Run 1, placed standard cells:
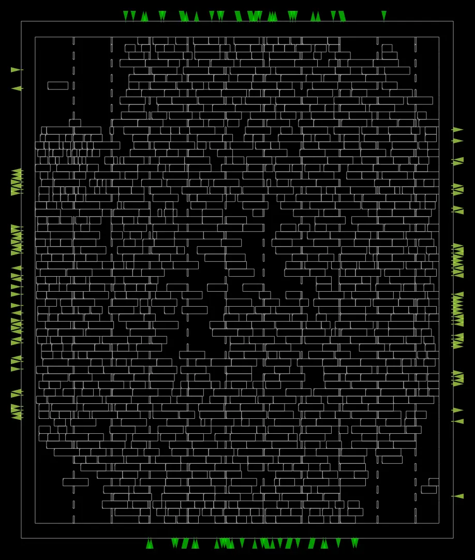
Run 1, sequential cells coloured by netlist name:
(3 px per um)
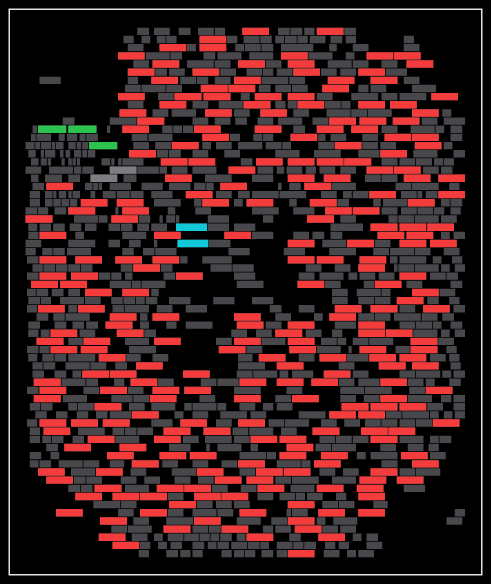
Run 1, wiring by layer:
(2 px per um) Only two layers are drawn.
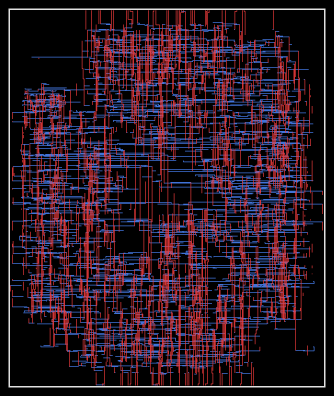
==> config.mk <==
export PLATFORM = sky130hd
export DESIGN_NAME = fetch_decode_queue
export DESIGN_NICKNAME = d
export VERILOG_FILES = /design/src/rtl/fetch_decode_queue_pkg.sv /design/src/rtl/fetch_decode_queue.sv
export SDC_FILE = /design/constraint.sdc
export NUM_CORES = 1
export LEC_CHECK = 0
export ABC_CLOCK_PERIOD_IN_PS = 2100
export CAP_MARGIN = 40
export CORE_AREA = 5 5 152 183
export CTS_CLUSTER_SIZE = 12
export DETAILED_ROUTE_END_ITERATION = 8
export DIE_AREA = 0 0 157 188
export PLACE_DENSITY_LB_ADDON = 0.3
export SYNTH_ARGS = -nofsm -noshare
export SYNTH_HDL_FRONTEND = slang
export SYNTH_SLANG_ARGS = --single-unit
==> constraint.sdc <==
create_clock -name clk -period 2.1 [get_ports clk]
set_input_delay 0.525 -clock clk [delete_from_list [all_inputs] [get_ports clk]]
set_output_delay 0.525 -clock clk [all_outputs]
set_load 0.05 [all_outputs]
==> results.yml, run 1 <==
# yosys + openroad results
run_status:
  status: "complete, but fails checks"
  violations: "negative setup slack"
final_timing:
  tightest_slew_ns: 0.499
  finalHoldViolCount: 0
  timing.final.crit_share_pct: 130
  slew_viol_final: 0
  period_minus_slack_ns: 2.72
  fmax_mhz: 367
  worst_hold_slack_ns: 0.500
  setup_viol: 69
  rsz0062_at_grt: "yes"
  fin_skew_ns: 0.00543
  slew_headroom_pct: 66.7
  finalSetupTns_ns: -36.79
  layout_setup_ws_ns: -0.622
worst_setup_path:
  critPathLaunchType: "flop"
  cp_slowest_stage_delay_ns: 0.52
  critPathSlowestCell: "dfrtp_4"
  arrival_ns: 2.20
  worstPathMaxFanout: 8
  rrSetupSlack_ns: -0.12
  crit_chain: "buf_12 -> buf_12 -> mux4_2 -> and2_4 -> buf_6"
  crit_required_ns: 1.57
  r2r_cells: 8
  cpMostUsedCell: "buf_12"
  end_kind: "output port"
  path_class: "flop to output port"
place:
  place_inst: 1241
  dp_hpwl_mm: 17.7
  io_buffers: 139
  gp_congestion: 0.766
yosys:
  synthesis.area_mm2: 0.0132
  synthTopLogicFamily: "multiplexers"
  synth.distinct_cells: 33
  simple_gate_share_pct: 4.28
  ys_area_mm2: 0.0132
  syn_area_per_cell_um2: 17.4
  syn_nets: 834
  netlist_instances: 759
  postSynthSeqShare_pct: 50.6
  compound_area_share_pct: 0.541
  ys_cells: 759
  synth_flops: 267
  mux_share_pct: 39.0
  ys.warnings.count: 0
  synth_xor_xnor_area_share_pct: 0.266
  adder_share_pct: 0.531
power:
  powerDensity_mw_per_mm2: 1620
  leakage_uw: 0.00808
  switching_share_pct: 33.7
  finalPower_uw: 27200
  internal_power_uw: 18100
  pwr-share-clk_pct: 18.0
  comb_power_share_pct: 50.3
  p_switching_uw: 9190
  ir_drop_mv: 1.09
  p_seq_share_pct: 31.7
clock_tree:
  cts_tree: "yes"
  cts_sinks: 267
  cts-resized-gates: 76
  clockRootBuffer: "clkbuf_16"
  numCtsBuffers: 28
  postCtsHoldBufs: 1
  htreeDepth: 1
  post-cts-setup-buffers: 7
  clk_pin_slew_worst_paths_ns: 0.06
  clockBufferDepth: 3
  clock_latency_ns: 0.52
detailed_routing:
  drt_pass1_iterations: 4
  viasPerCell: 5.43
  drt_iter0_drc: 265
  wl_mm: 27.9
  postRouteAntennaNets: 0
  drcViolationCount: 0
min_path:
  holdCritPathClass: "flop to flop"
  whs_path_depth: 1
finish:
  fin_nets: 1029
  antenna_cells: 0
  largest_register_ffs: 260
  drive_gt1_share_pct: 61.3
  area_growth_pct: 27.5
grt:
  grt_max_degree: 56
  grt_first_pass_wirelength_mm: 44.2
  grt-ovfl-total: 0
  antenna_found_initial: 1
  grt_pass1_vias: 7964
job:
  warnings: 32
  maxCapViolCount: 0
floorplanning:
  io_pins: 140
  chip_area_mm2: 0.0295
  die_h_um: 188
  dieWidth_um: 157
  initial_core_util_pct: 50.9
  coreArea_mm2: 0.0259
-- 'placed standard cells' (at the start) --
filler-free cell count of the finished design: 1305
# fillers: 1816
sequential cell area share: 39.8%
Rows: 65
flop count: 267

-- 'sequential cells coloured by netlist name' (at the start) --
count: drawn in green, sequential cells 3. mem: drawn in red, sequential cells 260, where all over the die. rd_ptr: drawn in cyan, sequential cells 2.
Core Util, Final: 64.9%
register area: 0.00669 mm^2

-- 'wiring by layer' (at the start) --
metal 2: drawn in red, wire length 13700 um. metal 1: drawn in blue, wire length 12800 um.
Total GRT Usage: 18.6%
routed len/inst: 21.4 um
DR vias: 7089

run 1: Yosys cell counts:
library cell | instances | area share, %
xor2_1 | 1 | 0.066
buf_1 | 3 | 0.085
and2_1 | 62 | 2.9
o311a_1 | 1 | 0.076
buf_12 | 24 | 3.6
or2_2 | 4 | 0.19
o21ai_0 | 3 | 0.11
fa_1 | 1 | 0.15
nand2_4 | 4 | 0.34
o31ai_1 | 1 | 0.057
clkbuf_1 | 11 | 0.31
nor3b_1 | 1 | 0.057
dfrtp_1 | 267 | 51
o22ai_1 | 1 | 0.047
a21boi_0 | 1 | 0.057
nor3_1 | 2 | 0.076
nand3_1 | 2 | 0.076
or3b_4 | 1 | 0.085
buf_2 | 7 | 0.27
mux4_2 | 65 | 11
mux2_4 | 200 | 23
nand2b_1 | 2 | 0.095
nor2_1 | 6 | 0.17
nand2_1 | 4 | 0.11
ha_1 | 4 | 0.38
buf_4 | 4 | 0.23
and3_4 | 1 | 0.085
a21oi_1 | 3 | 0.11
o21ba_2 | 1 | 0.076
xnor2_1 | 3 | 0.20
inv_1 | 8 | 0.23
nor2b_1 | 1 | 0.047
mux2_2 | 60 | 5.1
run 1: per-stage QoR:
| step | utilization (%) | setup slack, ns | area (um^2) |
|---|---|---|---|
| 5_1_grt | 64.9 | -0.687 | 16800 |
| 3_5_place_dp | 58.4 | -0.117 | 15100 |
| 4_1_cts | 63.2 | -0.647 | 16400 |
| 6_report | 64.9 | -0.622 | 16800 |
| 3_3_place_gp | 58.4 | -0.0904 | 15100 |
| 2_1_floorplan | - | -0.102 | 13300 |
run 1: power by group through the flow:
stage                     Combinational [uW]  Sequential, uW  Clock [uW]
after detailed placement               12100            8650           0
after floorplan                         9250            8280           0
after CTS                              13000            8620        5050
after global placement                 11900            8600           0
final                                  13700            8640        4920
after global routing                   14400            8900        5270
run 1: layout by cell type, fill, tap and decap left out, types with 28 or more instances in the layout:
master / synthesis / final
dfrtp_1: 267 / 262
mux2_4: 200 / 201
clkdlybuf4s50_1: 0 / 68
mux4_2: 65 / 65
buf_6: 0 / 62
and2_4: 0 / 61
mux2_2: 60 / 59
buf_12: 24 / 34
clkbuf_16: 0 / 33
buf_4: 4 / 28
run 1: worst max-delay path, delay by kind of cell, from the launching register on:
kind | cells | cell delay (ns)
buffers and inverters | 3 | 0.44
flip-flops | 1 | 0.52
multiplexers | 1 | 0.52
AND/OR/NAND/NOR | 1 | 0.18
run 1: layout make-up:
| type | instances | area, um^2 | share of cell area, % |
|---|---|---|---|
| Inverter | 8 | 35.0 | 0.208 |
| Multi-Input combinational cell | 435 | 6120 | 36.4 |
| Timing Repair Buffer | 214 | 2650 | 15.7 |
| Clock buffer | 42 | 845 | 5.02 |
| Sequential cell | 267 | 6690 | 39.8 |
| Clock inverter | 4 | 70.1 | 0.416 |
| Tap cell | 335 | 419 | 2.49 |
run 1: layer usage:
layer  vias up  track usage [%]  share of wire [%]
met3        28             2.72                3.8
met2       126             30.8                 49
li1       3147                -                  -
met1      3786             26.5                 46
met5         -                0              0.047
met4         2             3.74                1.2
==> run 1 -> run 2 <==
--- a/config.mk
+++ b/config.mk
@@ -7,10 +7,10 @@
 export LEC_CHECK = 0
 export ABC_CLOCK_PERIOD_IN_PS = 2100
 export CAP_MARGIN = 40
-export CORE_AREA = 5 5 152 183
+export CORE_AREA = 5 5 177 213
 export CTS_CLUSTER_SIZE = 12
 export DETAILED_ROUTE_END_ITERATION = 8
-export DIE_AREA = 0 0 157 188
+export DIE_AREA = 0 0 182 218
 export PLACE_DENSITY_LB_ADDON = 0.3
 export SYNTH_ARGS = -nofsm -noshare
 export SYNTH_HDL_FRONTEND = slang
Run 2, cell classes on the final placement:
(1 px per um)
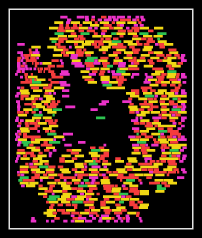
combinational and other logic: drawn in red, cells 443, share of their area 37%. sequential cells: drawn in yellow, cells 267, share of their area 41%. remaining buffers and delay cells: drawn in magenta, cells 224, share of their area 16%. clock drivers and dummy loads: drawn in green, cells 52, share of their area 6.2%.
sequential cell area share: 39.2%
fin area: 0.0171 mm^2
Core Util, Final: 48.1%
core area: 0.0355 mm^2
Rows: 76

==> run 2 against run 1 <==
Compared with the run above: the flow still finishes with violations (negative setup slack); sequential cell count unchanged; combinational power down 4%; register-to-register slack better by 0.04 ns; total power down 0.29%; global-route usage down 4.2 points; design area up 1.4%; core utilization down 17 points; worst hold slack better by 0.00079 ns; count of clock-buffer cells in the layout up 1; critical endpoint is now pc[10].
==> results.yml, run 2 <==
# yosys + openroad results
yosys:
  netlist_instances: 759
  synth-edff-count: 0
  adder_share_pct: 0.531
  synth.distinct_cells: 33
  topCellsByArea: "dfrtp_1 51%, mux2_4 23%, mux4_2 11%"
  syn_area_per_cell_um2: 17.4
  ys_area_mm2: 0.0132
  ys_cells: 759
  simple_gate_share_pct: 4.28
  synthesis.area_mm2: 0.0132
  synth_xor_xnor_area_share_pct: 0.266
  yosys-top-cells-count: "267 x dfrtp_1, 200 x mux2_4, 65 x mux4_2, 62 x and2_1, 60 x mux2_2"
  flop_cell: "dfrtp_1"
  syn_nets: 834
  top_cell: "dfrtp_1"
  synthTopLogicFamily: "multiplexers"
  yosys.area.top_type: "dfrtp_1"
  synth_flops: 267
  ys.warnings.count: 0
  mux_share_pct: 39.0
  postSynthSeqShare_pct: 50.6
  synth-async-reset-ratio_pct: 100
  compound_area_share_pct: 0.541
  synth_top_area_share_pct: 50.6
job:
  warnings: 32
  maxCapViolCount: 0
worst_setup_path:
  r2r_cells: 10
  arrival_ns: 2.22
  critPathLaunchType: "flop"
  path_class: "flop to output port"
  rrSetupSlack_ns: -0.08
  cp_slowest_stage_delay_ns: 0.55
  cpMostUsedCell: "buf_4"
  worstPathMaxFanout: 9
  crit_required_ns: 1.57
  crit_chain: "buf_4 -> mux4_2 -> and2_2 -> buf_4"
  end_kind: "output port"
  critPathSlowestCell: "mux4_2"
detailed_routing:
  wl_per_cell_um: 20.4
  drt_pass1_iterations: 4
  vias: 7121
  drcViolationCount: 0
  wl_mm: 29.7
  viasPerCell: 4.90
  postRouteAntennaNets: 0
  drt_iter0_drc: 276
grt:
  grt_max_degree: 65
  antenna_found_initial: 0
  grt-ovfl-total: 0
  grt_first_pass_wirelength_mm: 46.1
  grtUsageTotal_pct: 14.4
  grt_pass1_vias: 8059
final_timing:
  finalHoldViolCount: 0
  rsz0062_at_grt: "yes"
  tightest_slew_ns: 0.567
  period_minus_slack_ns: 2.75
  fin_skew_ns: 0.0178
  timing.final.crit_share_pct: 131
  slew_viol_final: 0
  layout_setup_ws_ns: -0.645
  slew_headroom_pct: 62.2
  setup_viol: 69
  fmax_mhz: 364
  worst_hold_slack_ns: 0.501
clock_tree:
  numCtsBuffers: 30
  cts_sinks: 267
  clk_pin_slew_worst_paths_ns: 0.06
  htreeDepth: 1
  clockRootBuffer: "clkbuf_16"
  cts_tree: "yes"
  clock_latency_ns: 0.57
  clockBufferDepth: 3
min_path:
  holdCritPathClass: "flop to flop"
  whs_path_depth: 1
finish:
  nFillCells: 3034
  drive_gt1_share_pct: 61.5
  fin_nets: 1041
  combGateArea_mm2: 0.00610
  ff_latch_area_mm2: 0.00669
  largest_register_ffs: 260
  final_cell_mix: "262 x dfrtp_1, 200 x mux2_4, 68 x clkdlybuf4s50_1"
  final_common_cell: "dfrtp_1"
  area_growth_pct: 29.3
  antenna_cells: 0
floorplanning:
  die_h_um: 218
  dieWidth_um: 182
  chip_area_mm2: 0.0397
  initial_core_util_pct: 37.2
  io_pins: 140
place:
  placed_cell_area_mm2: 0.0154
  gp_congestion: 0.731
  dp_hpwl_mm: 19.0
  io_buffers: 139
run_status:
  violations: "negative setup slack"
  status: "complete, but fails checks"
power:
  leakage_uw: 0.00816
  powerDensity_mw_per_mm2: 1590
  ir_drop_mv: 0.999
-- run 2: where the power goes --
| group | internal, uW | total [uW] | switching, uW |
|---|---|---|---|
| registers | 7400 | 8600 | 1200 |
| logic | 7210 | 13200 | 5950 |
| clock network | 3260 | 5410 | 2150 |
| total | 17900 | 27200 | 9300 |
-- run 2: worst max-delay path: cells and delay by family (launching register included) --
| kind | cells | cell delay (ns) |
|---|---|---|
| DFF | 1 | 0.46 |
| muxes | 1 | 0.55 |
| and+or+nand+nor | 1 | 0.21 |
| buffers and inverters | 2 | 0.43 |
-- run 2: what timing repair did --
action | 4_1_cts | 5_1_grt
hold buffers | 1 | 0
endpoints found under the hold margin | 51 | 0
pin swaps | 3 | 2
buffers inserted | 5 | 9
setup endpoints to repair | 67 | 157
cloned | 0 | 5
resized | 56 | 52
-- run 2: cells by family (layout without fill, tap and decap cells) --
family | count (synthesis) | after routing
buffers and inverters | 57 | 284
XOR/XNOR | 4 | 4
adder cells (fa/ha/maj) | 5 | 5
AND/OR/NAND/NOR | 90 | 90
multiplexers | 325 | 325
AND-OR/OR-AND | 11 | 11
flip-flops | 267 | 267
-- run 2: stage by stage --
step,setup TNS (ns),worst slack [ns],utilization (%),cells,power [uW]
after detailed placement,-7.07,-0.158,43.4,1382,20800
final,-38.04,-0.645,48.1,1454,27200
after global placement,-6.54,-0.109,43.4,1382,20600
after CTS,-42.19,-0.711,47.0,1440,27000
after global routing,-44.57,-0.735,48.1,1454,28500
after floorplan,-6.19,-0.102,-,759,17500
-- run 2: cell type report --
class / count / area share [%]
tap: 468 / 3.43
inverter: 8 / 0.191
clock buffer: 43 / 5.16
timing repair buffer: 224 / 15.4
sequential: 267 / 39.2
multi-input combinational: 435 / 35.7
clock inverter: 9 / 0.822
-- run 2: metal layers --
layer / wire length, um / track usage, % / part of all wire, %
met1: 13600 / 20.1 / 46
met2: 14500 / 23.8 / 49
met3: 1200 / 2.42 / 4.0
met4: 380 / 3.58 / 1.3
met5: 0 / 0 / 0
Power is estimated from default activity; no workload was simulated.
